[src/rtl/bit_serializer_pkg.sv]
// Shared definitions for the bit serializer: FSM state encoding and default word width.
package bit_serializer_pkg;

  localparam int unsigned DEFAULT_WIDTH = 8;

  typedef enum logic {
    IDLE  = 1'b0,
    SHIFT = 1'b1
  } state_t;

endpackage

[src/rtl/word_fifo2.sv]
// Two-entry word FIFO; entry0 is always the head, so a pop moves entry1 forward.
module word_fifo2
  import bit_serializer_pkg::*;
#(
  parameter int unsigned WIDTH = DEFAULT_WIDTH
) (
  input  logic             clk,
  input  logic             rst,
  input  logic             push,
  input  logic [WIDTH-1:0] push_data,
  input  logic             pop,
  output logic [1:0]       count,
  output logic [WIDTH-1:0] head
);

  logic [WIDTH-1:0] entry0;
  logic [WIDTH-1:0] entry1;
  logic             do_push;
  logic             do_pop;

  assign do_push = push && (count != 2'd2);
  assign do_pop  = pop && (count != 2'd0);
  assign head    = entry0;

  always_ff @(posedge clk or posedge rst) begin
    if (rst) begin
      count  <= '0;
      entry0 <= '0;
      entry1 <= '0;
    end else begin
      case ({do_push, do_pop})
        2'b10: begin
          if (count == 2'd0) entry0 <= push_data;
          else               entry1 <= push_data;
          count <= count + 2'd1;
        end
        2'b01: begin
          entry0 <= entry1;
          count  <= count - 2'd1;
        end
        // do_push implies count < 2 and do_pop implies count > 0, so count is 1 here
        2'b11: entry0 <= push_data;
        default: ;
      endcase
    end
  end

endmodule

[src/rtl/bit_serializer.sv]
// Parallel-to-serial converter: words queue in a 2-entry FIFO and are shifted out one bit per ser_en.
module bit_serializer
  import bit_serializer_pkg::*;
#(
  parameter int unsigned WIDTH     = DEFAULT_WIDTH,
  parameter bit          MSB_FIRST = 1'b1
) (
  input  logic             clk,
  input  logic             rst,
  input  logic [WIDTH-1:0] din,
  input  logic             din_valid,
  output logic             din_ready,
  input  logic             ser_en,
  output logic             ser_out,
  output logic             ser_valid,
  output logic             frame_start,
  output logic             busy
);

  localparam int unsigned    CNT_W    = $clog2(WIDTH);
  localparam logic [CNT_W-1:0] LAST_BIT = CNT_W'(WIDTH - 1);

  state_t           state;
  logic [WIDTH-1:0] shreg;
  logic [CNT_W-1:0] bit_cnt;
  logic [1:0]       fifo_count;
  logic [WIDTH-1:0] fifo_head;
  logic             push;
  logic             pop;
  logic             consume;
  logic             word_done;

  function automatic logic first_bit(input logic [WIDTH-1:0] v);
    return MSB_FIRST ? v[WIDTH-1] : v[0];
  endfunction

  function automatic logic [WIDTH-1:0] drop_bit(input logic [WIDTH-1:0] v);
    return MSB_FIRST ? (v << 1) : (v >> 1);
  endfunction

  assign din_ready = (fifo_count != 2'd2);
  assign push      = din_valid && din_ready;
  assign consume   = ser_valid && ser_en;
  assign word_done = consume && (bit_cnt == LAST_BIT);
  // Reload either from IDLE or straight after the last bit, so back-to-back words have no gap
  assign pop       = (fifo_count != 2'd0) && ((state == IDLE) || word_done);
  assign busy      = (fifo_count != 2'd0) || (state == SHIFT);

  word_fifo2 #(.WIDTH(WIDTH)) u_fifo (
    .clk       (clk),
    .rst       (rst),
    .push      (push),
    .push_data (din),
    .pop       (pop),
    .count     (fifo_count),
    .head      (fifo_head)
  );

  // ser_out is registered: shreg holds only the bits not yet presented
  always_ff @(posedge clk or posedge rst) begin
    if (rst) begin
      state       <= IDLE;
      shreg       <= '0;
      bit_cnt     <= '0;
      ser_out     <= 1'b0;
      ser_valid   <= 1'b0;
      frame_start <= 1'b0;
    end else if (pop) begin
      state       <= SHIFT;
      shreg       <= drop_bit(fifo_head);
      bit_cnt     <= '0;
      ser_out     <= first_bit(fifo_head);
      ser_valid   <= 1'b1;
      frame_start <= 1'b1;
    end else if (word_done) begin
      state       <= IDLE;
      shreg       <= '0;
      bit_cnt     <= '0;
      ser_out     <= 1'b0;
      ser_valid   <= 1'b0;
      frame_start <= 1'b0;
    end else if (consume) begin
      shreg       <= drop_bit(shreg);
      bit_cnt     <= bit_cnt + CNT_W'(1);
      ser_out     <= first_bit(shreg);
      frame_start <= 1'b0;
    end
  end

endmodule
[config.mk]
export PLATFORM = sky130hd
export DESIGN_NAME = bit_serializer
export DESIGN_NICKNAME = d
export VERILOG_FILES = /design/src/rtl/bit_serializer_pkg.sv /design/src/rtl/word_fifo2.sv /design/src/rtl/bit_serializer.sv
export SDC_FILE = /design/constraint.sdc
export NUM_CORES = 1
export LEC_CHECK = 0
export CAP_MARGIN = 20
export CORE_MARGIN = 2
export CORE_UTILIZATION = 31
export DETAILED_ROUTE_END_ITERATION = 8
export GPL_TIMING_DRIVEN = 0
export SLEW_MARGIN = 20
export SYNTH_ARGS = -nofsm -noshare
export SYNTH_HDL_FRONTEND = slang
export SYNTH_SLANG_ARGS = --single-unit
[constraint.sdc]
create_clock -name clk -period 5.35 [get_ports clk]
set_input_delay 1.07 -clock clk [delete_from_list [all_inputs] [get_ports clk]]
set_output_delay 1.07 -clock clk [all_outputs]
set_load 0.05 [all_outputs]
==> qor.txt, run 1 <==
status: finished clean
Critical Path, Cell by Cell: buf_2, nor3_2, inv_2, clkbuf_1, clkdlybuf4s50_1
total gr overflow: 0
hpwl dp: 2.030 mm
Mean Syn Cell Area: 12.36 sq um
Crit Reg-Reg Endpoint: u_fifo.head[6]
reg2reg path depth: 8
Synth Seq Share: 49.80%
PwrDens: 501.8 nW/um^2
Floorplan Nets: 142
number of register bits inferred by synthesis: 31
setup slack, reg-to-reg: 2880 ps
most used logic cell in the final layout: dfrtp_1
Crit. Startpoint: u_fifo.count[0]
Reg clk slew, reported paths: 60 ps
LEAKAGE: 0.7944 nW
critical path's largest stage delay: 770 ps
fp util: 32.55%
Slew Limit Headroom: 57.24%
Rows: 25
Tcrit/Tclk final: 63.22%
Worst Hold Path EP: bit_cnt[0]
CP endpoint kind: primary output
hold_buf cts: 0
crit start category: register
DR WL/cell: 12.76 um
Fmax: 295.7 MHz
Max IR drop VDD: 0.0002424 V
final hold vios: 0
Bufs on Longest Clock Path: 2
die height: 74.89 um
largest area contributor in the netlist: dfrtp_1
worst-path maximum fanout: 10
Hold Crit Class: register to register
Top-area cell share: 49.80%
Detailed Route Iter0 Violations: 44
Std-Cell Core Area: 4786 sq um
ANT cells: 0
Post-synth EDFFs: 0
Worst-Skew Late Latency: 290 ps
Reg-to-Reg Start: bit_cnt[0]
initial antenna violation count: 0
Slew Limit Fails: 0
Worst EP required: 4280 ps
pre-CTS worst setup slack: 1925 ps
total track usage: 11.79%
final setup margin: 1968 ps
Top cells excl fill/tap: 31 x dfrtp_1, 16 x mux2_2, 16 x clkdlybuf4s50_1, 9 x o21ai_0
first-pass GRT wire length: 4.836 mm
run 1: Yosys cell counts, types with 2 or more instances:
cell type / n
a21oi_1: 7
a31oi_1: 7
buf_2: 2
clkbuf_1: 4
dfrtp_1: 31
ha_1: 4
inv_1: 3
mux2_2: 16
mux2_4: 8
nand2_1: 4
nand3b_1: 8
nor2_1: 3
o21ai_0: 9
xnor2_1: 2
run 1: area by class of cell:
type,count,share of cell area [%]
repair buffers,16,8.404
inverters,4,0.7879
clock inverters,1,0.3940
plain buffers,7,1.904
flip-flops and latches,31,40.71
clock buffers,7,5.056
well taps,67,4.399
multi-input cells,84,38.35
run 1: per-stage QoR:
step	util, %	instance area [sq um]	instances
final	39.82	1906	217
after global routing	39.82	1906	217
after floorplan	-	1558	126
after global placement	37.65	1802	209
after CTS	39.82	1906	217
after detailed placement	37.65	1802	209
run 1: sequential cells by signal, indices dropped and copies added, names as in the netlist:
signal and count:
ser_out 1, u_fifo.count 2, frame_start 1, state 1, u_fifo.head 8, u_fifo.entry1 8
shreg 7, bit_cnt 3
run 1: critical path: cells and delay by family (launching register included):
kind	cells	cell delay, ps
DFF	1	350
buffers and inverters	4	1230
and+or+nand+nor	1	450
run 1: report_power, final:
part | leakage, nW | switching (mW) | internal (mW)
sequential | 0.362 | 0.0567 | 0.338
combinational | 0.382 | 0.160 | 0.197
clock | 0.0505 | 0.0876 | 0.117
run 1: layer usage:
layer	vias to the layer above	track usage, %	routed length, um
li1	497	-	-
met2	16	19.30	1388
met5	-	0	0
met1	494	13.69	1201
met3	6	3.748	113
met4	0	6.548	65
run 1: kinds of logic after synthesis:
kind of cell	share of synthesized area [%]
adders and majority gates	3.213
xor gates and xnor gates	1.687
muxes	21.61
buffers and inverters	3.293
DFF	49.80
and+or+nand+nor	8.435
AOI/OAI and AO/OA	11.97
Run 1, clock nets:
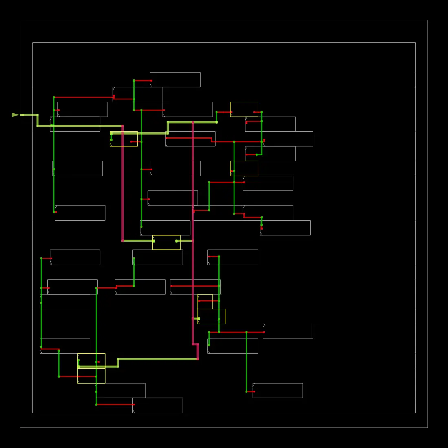
Clk. pwr: 0.204 mW
flop count: 31
clock buf count: 7
total CTS buffers: 5
Final Skew: 4.736 ps

Run 1, metal 1:
Supply wires on this layer in gray.
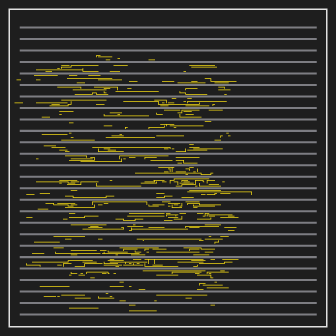
share of all routed wire: 43%
nets with wire on the layer: 149
main direction: horizontal
longest straight run: 18.4 um
via count: 1,013
met1 Usage GRT: 13.69%
routed wire length: 2.768 mm

Run 1, wires at chosen ports, followed through buffers:
Bar = 20 um.
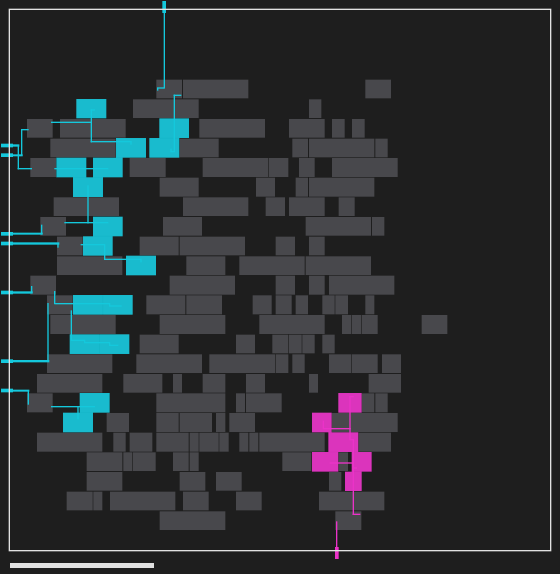
[`ser_en`] magenta | bits: 1 | direction: input | edge: bottom | end cells: 6 | buffers: 1 | wire: 30.8 um
[`din`] cyan | bits: 8 | direction: input | edge: 7 left, 1 top | end cells: 16 | buffers: 8 | wire: 140 um
I/O Pins: 17
Port Buffers: 16

--- run 2 (diff from run 1) ---
- clock period: 5.35 -> 3.2 ns (I/O delays scaled with it)
Run 2, zoomed window:
Bar = 10 um. Window x 22 to 52, y 22 to 52 um. Cells in gray, sequential cells in the stronger gray; small squares are vias.
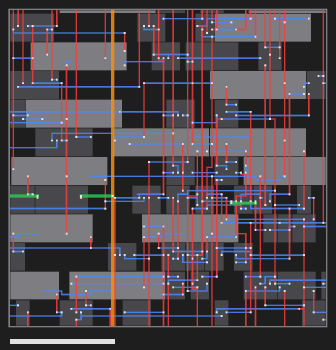
[metal 1] blue
[metal 2] red
[metal 4] orange
[metal 3] green
cells with their middle in the window: 49
most frequent: dfrtp_1 (12), o21ai_0 (6), nand3b_1 (6)
netlist names of flops here include: `shreg` (6), `u_fifo.head` (5)
sequential cells in the window: 12

==> run 2 against run 1 <==
  * Non-clock buffer count is the same
  * Die size is the same
  * Area after synthesis is the same
  * Count of clock-buffer cells in the layout is the same
  * Combinational power grew 67%
  * Sequential power grew 68%
  * Worst hold slack is the same
  * Sequential share of layout area is the same
  * Via count is the same
  * Global-route usage is the same
  * Synthesized cell count is the same
  * Core utilization is the same
  * Critical endpoint unchanged
  * Largest cell class unchanged
  * Largest power group unchanged
  * Highest routed layer unchanged
==> qor.txt, run 2 <==
Tcrit/Tclk final: 92.26%
PwrDens: 838.9 nW/um^2
Slew Limit Fails: 0
crit start category: register
root buffer cell: clkbuf_8
top cells by count, synth: 31 x dfrtp_1, 16 x mux2_2, 9 x o21ai_0
yosys stat chip area: 1558 sq um
Reg clk slew, reported paths: 60 ps
Worst EP required: 2560 ps
cell with the most instances after synthesis: dfrtp_1
placed insts: 209
Synth Seq Share: 49.80%
total CTS buffers: 5
final setup margin: 247.6 ps
Reg-to-Reg Start: bit_cnt[0]
H-tree levels: 2
most used logic cell in the final layout: dfrtp_1
Top logic family: multiplexers
Detailed Route Iter0 Violations: 44
Mean Syn Cell Area: 12.36 sq um
Synth Area in Adders: 3.213%
total track usage: 11.79%
Finished Layout Cells: 217
Max IR drop VDD: 0.0004052 V
Multiplexer share: 21.61%
RSZ-0062 raised after global routing: no
Simple-Gate Fraction of Synth Area: 8.434%
Rows: 25
fp util: 32.55%
pre-CTS worst setup slack: 204.8 ps
number of register bits inferred by synthesis: 31
Slew Limit Headroom: 57.24%
Bufs on Longest Clock Path: 2
post-layout util: 39.82%
status: finished clean
DR WL/cell: 12.76 um
final worst path period need: 2952 ps
top cells by area: dfrtp_1 50%, mux2_2 12%, mux2_4 7.7%, nand3b_1 3.9%, ha_1 3.2%
CP endpoint kind: primary output
Fmax: 338.7 MHz
Hold Crit Class: register to register
hold_buf cts: 0
worst-path maximum fanout: 10
Top cells excl fill/tap: 31 x dfrtp_1, 16 x mux2_2, 16 x clkdlybuf4s50_1, 9 x o21ai_0
LEAKAGE: 0.7944 nW
Tool Warnings: 27
Nets: 165
placed cell area: 1802 sq um
Crit Reg-Reg Endpoint: u_fifo.head[6]
Worst Hold Path EP: bit_cnt[0]
Compound Share, Synth: 11.97%
yosys xor share: 1.687%
Floorplan Nets: 142
die outline width: 74.89 um
Hold Slack: 487.5 ps
largest area contributor in the netlist: dfrtp_1
initial antenna violation count: 0
routed wire length: 2.768 mm
vias in the first global route: 1,040
ys async rst share: 100.0%
Resized Gates After CTS: 0
reg2reg path depth: 8
Top-area cell share: 49.80%
Remaining DRCs: 0
hpwl dp: 2.030 mm
die height: 74.89 um
placer congestion estimate: 0.7777
ANT cells: 0
first-pass GRT wire length: 4.836 mm
Std-Cell Core Area: 4786 sq um
Final Skew: 4.736 ps
I/O Pins: 17
Port Buffers: 16
design area: 1906 sq um
via count: 1,013
total gr overflow: 0
Post-synth EDFFs: 0
Hold Path Origin: bit_cnt[0]
final hold vios: 0
setup slack, reg-to-reg: 730 ps
Run 2, clock nets:
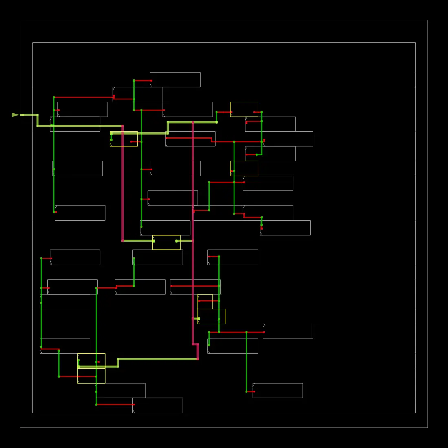
Clock Sinks: 31
Worst-Skew Late Latency: 290 ps
Clk. pwr: 0.342 mW

## run 2: worst max-delay path by stage
stage	slack [ps]	end	startpoint	cells past startpoint
3_3_place_gp	270	u_fifo.head[5]	ser_en	7
6_report	250	busy	u_fifo.count[0]	5
2_1_floorplan	920	u_fifo.head[0]	u_fifo.count[0]	7
3_5_place_dp	200	u_fifo.head[3]	ser_en	7
4_1_cts	230	busy	u_fifo.count[0]	5
5_1_grt	110	busy	u_fifo.count[0]	5
## run 2: power by group
part	internal [mW]	total, mW	switching [mW]
sequential	0.565	0.660	0.0948
combinational	0.330	0.597	0.267
clock	0.195	0.342	0.146
## run 2: per-layer routing
| metal | part of all wire (%) | global-route usage [%] |
|---|---|---|
| met4 | 2.3 | 6.548 |
| met2 | 50 | 19.30 |
| met5 | 0 | 0 |
| met3 | 4.1 | 3.748 |
| met1 | 43 | 13.69 |
## run 2: final cells by class
| class | instances | area [sq um] |
|---|---|---|
| buffer | 7 | 36.28 |
| sequential | 31 | 775.7 |
| tap | 67 | 83.83 |
| clock inverter | 1 | 7.507 |
| clock buffer | 7 | 96.34 |
| timing repair buffer | 16 | 160.2 |
| inverter | 4 | 15.01 |
| multi-input combinational | 84 | 730.7 |
| fill | 462 | 2880 |
## run 2: cells by family (layout without fill, tap and decap cells)
family,after synthesis,after routing
compound gates,30,30
xor+xnor,3,3
fa+ha+maj,4,4
buf+inv,11,35
flops,31,31
mux,26,26
simple gates,21,21
## run 2: worst max-delay path, stage by stage (launching register included)
cell and delay, ps:
dfrtp_1 350, buf_2 160, nor3_2 450, inv_2 60
clkbuf_1 240, clkdlybuf4s50_1 770
Run 2, metal layers overlaid:
Two of the layers only.
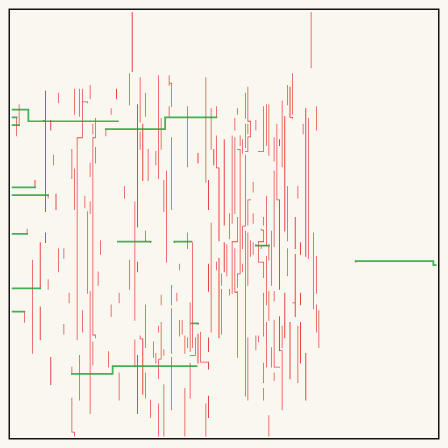

--- run 3 (diff from run 2) ---
- CELL_PAD_IN_SITES_DETAIL_PLACEMENT: not set -> 1
- CELL_PAD_IN_SITES_GLOBAL_PLACEMENT: not set -> 1
- CORE_ASPECT_RATIO: not set -> 2
- CORE_UTILIZATION: 31 -> 45
- PLACE_DENSITY_LB_ADDON: not set -> 0.1
Run 3, metal layers overlaid:
Two of the layers only.
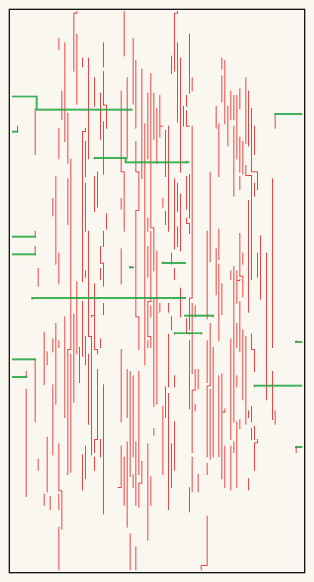
[metal 2] red | wire length: 1,790 um
[metal 3] green | wire length: 97.3 um
via count: 1,055
routed wire length: 3.008 mm

==> run 3 against run 2 <==
  * Clock skew fell by 1.4 ps
  * Via count increased by 4.1%
  * Clock power decreased by 2%
  * Synthesized cell count did not move
  * Fmax grew 0.50%
  * Largest cell class unchanged
  * Cell count fell by 16%
  * Flip-flop count unchanged
  * Setup slack better by 15 ps
  * Register-to-register slack lost 40 ps
  * Critical path depth is the same
  * Routed wire length up 8.7%
  * Sequential share of layout area increased by 1.0 points
==> qor.txt, run 3 <==
ANT cells: 0
Synth Instances: 126
Max Cap Viol: 0
Hold Slack: 494.4 ps
share of post-route cells with drive strength above 1: 26.67%
post-layout util: 55.62%
reg2reg path depth: 8
total track usage: 18.09%
Critical Path, Cell by Cell: buf_2, nor3_2, inv_2, clkbuf_1, clkdlybuf4s50_1
total CTS buffers: 5
final worst path period need: 2938 ps
placed insts: 174
Hold Path Origin: bit_cnt[0]
top cells by area: dfrtp_1 50%, mux2_2 12%, mux2_4 7.7%, nand3b_1 3.9%, ha_1 3.2%
Tool Warnings: 27
Rows: 30
root buffer cell: clkbuf_8
Hold Path Depth: 1
Floorplan Nets: 142
Slew Limit Headroom: 57.19%
Initial DRT Pass Iterations: 4
Stages on worst setup path: 5
Resized Gates After CTS: 0
Synth Seq Share: 49.80%
Netlist cell types: 32
setup violators final: 0
hold_buf cts: 0
Max IR drop VDD: 0.0004997 V
critical path's largest stage delay: 760 ps
Nets: 165
largest area contributor in the netlist: dfrtp_1
Tcrit/Tclk final: 91.81%
PwrDens: 865.5 nW/um^2
post-CTS setup buffer count: 0
crit start category: register
Reg clk slew, reported paths: 60 ps
RSZ-0062 raised after global routing: no
total gr overflow: 0
Routed Antenna Nets: 0
CP endpoint kind: primary output
Fmax: 340.4 MHz
placer congestion estimate: 0.7818
Detailed Route Iter0 Violations: 13
ys async rst share: 100.0%
CP Buf/Inv Count: 4
Slew Limit Fails: 0
worst-path maximum fanout: 10
DR WL/cell: 16.53 um
Post-synth EDFFs: 0
Bufs on Longest Clock Path: 2
number of register bits inferred by synthesis: 31
setup slack, reg-to-reg: 690 ps
die height: 87.21 um
Hold Crit Class: register to register
fp util: 46.63%
Worst Hold Path EP: bit_cnt[0]
initial antenna violation count: 0
setup TNS: 0 ps
hpwl dp: 2.265 mm
Worst EP required: 2560 ps
Port Buffers: 16
most used logic cell in the final layout: dfrtp_1
CP delay by family, top: buffers and inverters
first-pass GRT wire length: 5.119 mm
Top cells excl fill/tap: 31 x dfrtp_1, 16 x mux2_2, 16 x clkdlybuf4s50_1, 9 x o21ai_0
Mean Syn Cell Area: 12.36 sq um
vias in the first global route: 1,115
status: finished clean
Crit. Startpoint: u_fifo.count[0]
final hold vios: 0
cell with the most instances after synthesis: dfrtp_1
highest-delay cell along the critical path: clkdlybuf4s50_1
top cells by count, synth: 31 x dfrtp_1, 16 x mux2_2, 9 x o21ai_0
Std-Cell Core Area: 3341 sq um
Remaining DRCs: 0
die outline width: 45.61 um
Crit Reg-Reg Endpoint: u_fifo.head[6]
LEAKAGE: 0.7954 nW
I/O Pins: 17
yosys stat chip area: 1558 sq um
Finished Layout Cells: 182
Top-area cell share: 49.80%
Clock Sinks: 31
Reg-to-Reg Start: bit_cnt[0]
H-tree levels: 2
Run 3, clock nets:
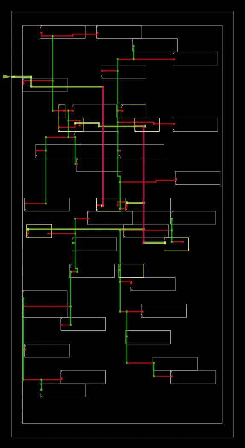
Worst-Skew Late Latency: 280 ps
clock buf count: 8
Final Skew: 3.289 ps

==> run 3: cell count changes in the layout (fill, tap and decap cells not counted) <==
cell | before | now
clkbuf_1 | 4 | 5
clkinvlp_4 | 1 | 0
==> run 3: worst max-delay path by stage <==
stage and to:
2_1_floorplan u_fifo.head[0], 3_3_place_gp u_fifo.head[2], 3_5_place_dp u_fifo.head[6], 4_1_cts busy, 5_1_grt busy, 6_report busy
==> run 3: report_power, final <==
group	leakage, nW	total (mW)	internal [mW]	switching, mW
Clock	0.0515	0.335	0.196	0.139
Sequential	0.362	0.664	0.565	0.0992
Combinational	0.382	0.608	0.330	0.278
==> run 3: cells by family (layout without fill, tap and decap cells) <==
group,after synthesis,in the layout,synth area share [%]
AND-OR/OR-AND,30,30,11.97
XOR/XNOR,3,3,1.687
adder cells (fa/ha/maj),4,4,3.213
buffers and inverters,11,35,3.293
flip-flops,31,31,49.80
multiplexers,26,26,21.61
AND/OR/NAND/NOR,21,21,8.435
==> run 3: metrics by stage <==
step                      cell area (sq um)  worst slack, ps
after floorplan                        1558            918.3
after global placement                 1758            228.5
after global routing                   1858            98.85
final                                  1858            262.2
after CTS                              1858            241.6
after detailed placement               1758            159.9
==> run 3: layer usage <==
layer	track usage, %	up-vias	part of all wire, %
met5	0	-	0
met4	6.417	0	1.6
met3	4.979	6	3.2
met2	33.03	17	59
met1	18.33	539	36
li1	-	493	-
==> run 3: cell type report <==
cell class / count / area [sq um]
Tap cell: 32 / 40.04
Buffer: 7 / 36.28
Inverter: 4 / 15.01
Fill cell: 354 / 1483
Sequential cell: 31 / 775.7
Timing Repair Buffer: 16 / 160.2
Multi-Input combinational cell: 84 / 730.7
Clock buffer: 8 / 100.1
Power figures rest on the tool's default switching activity, not on a simulated workload.
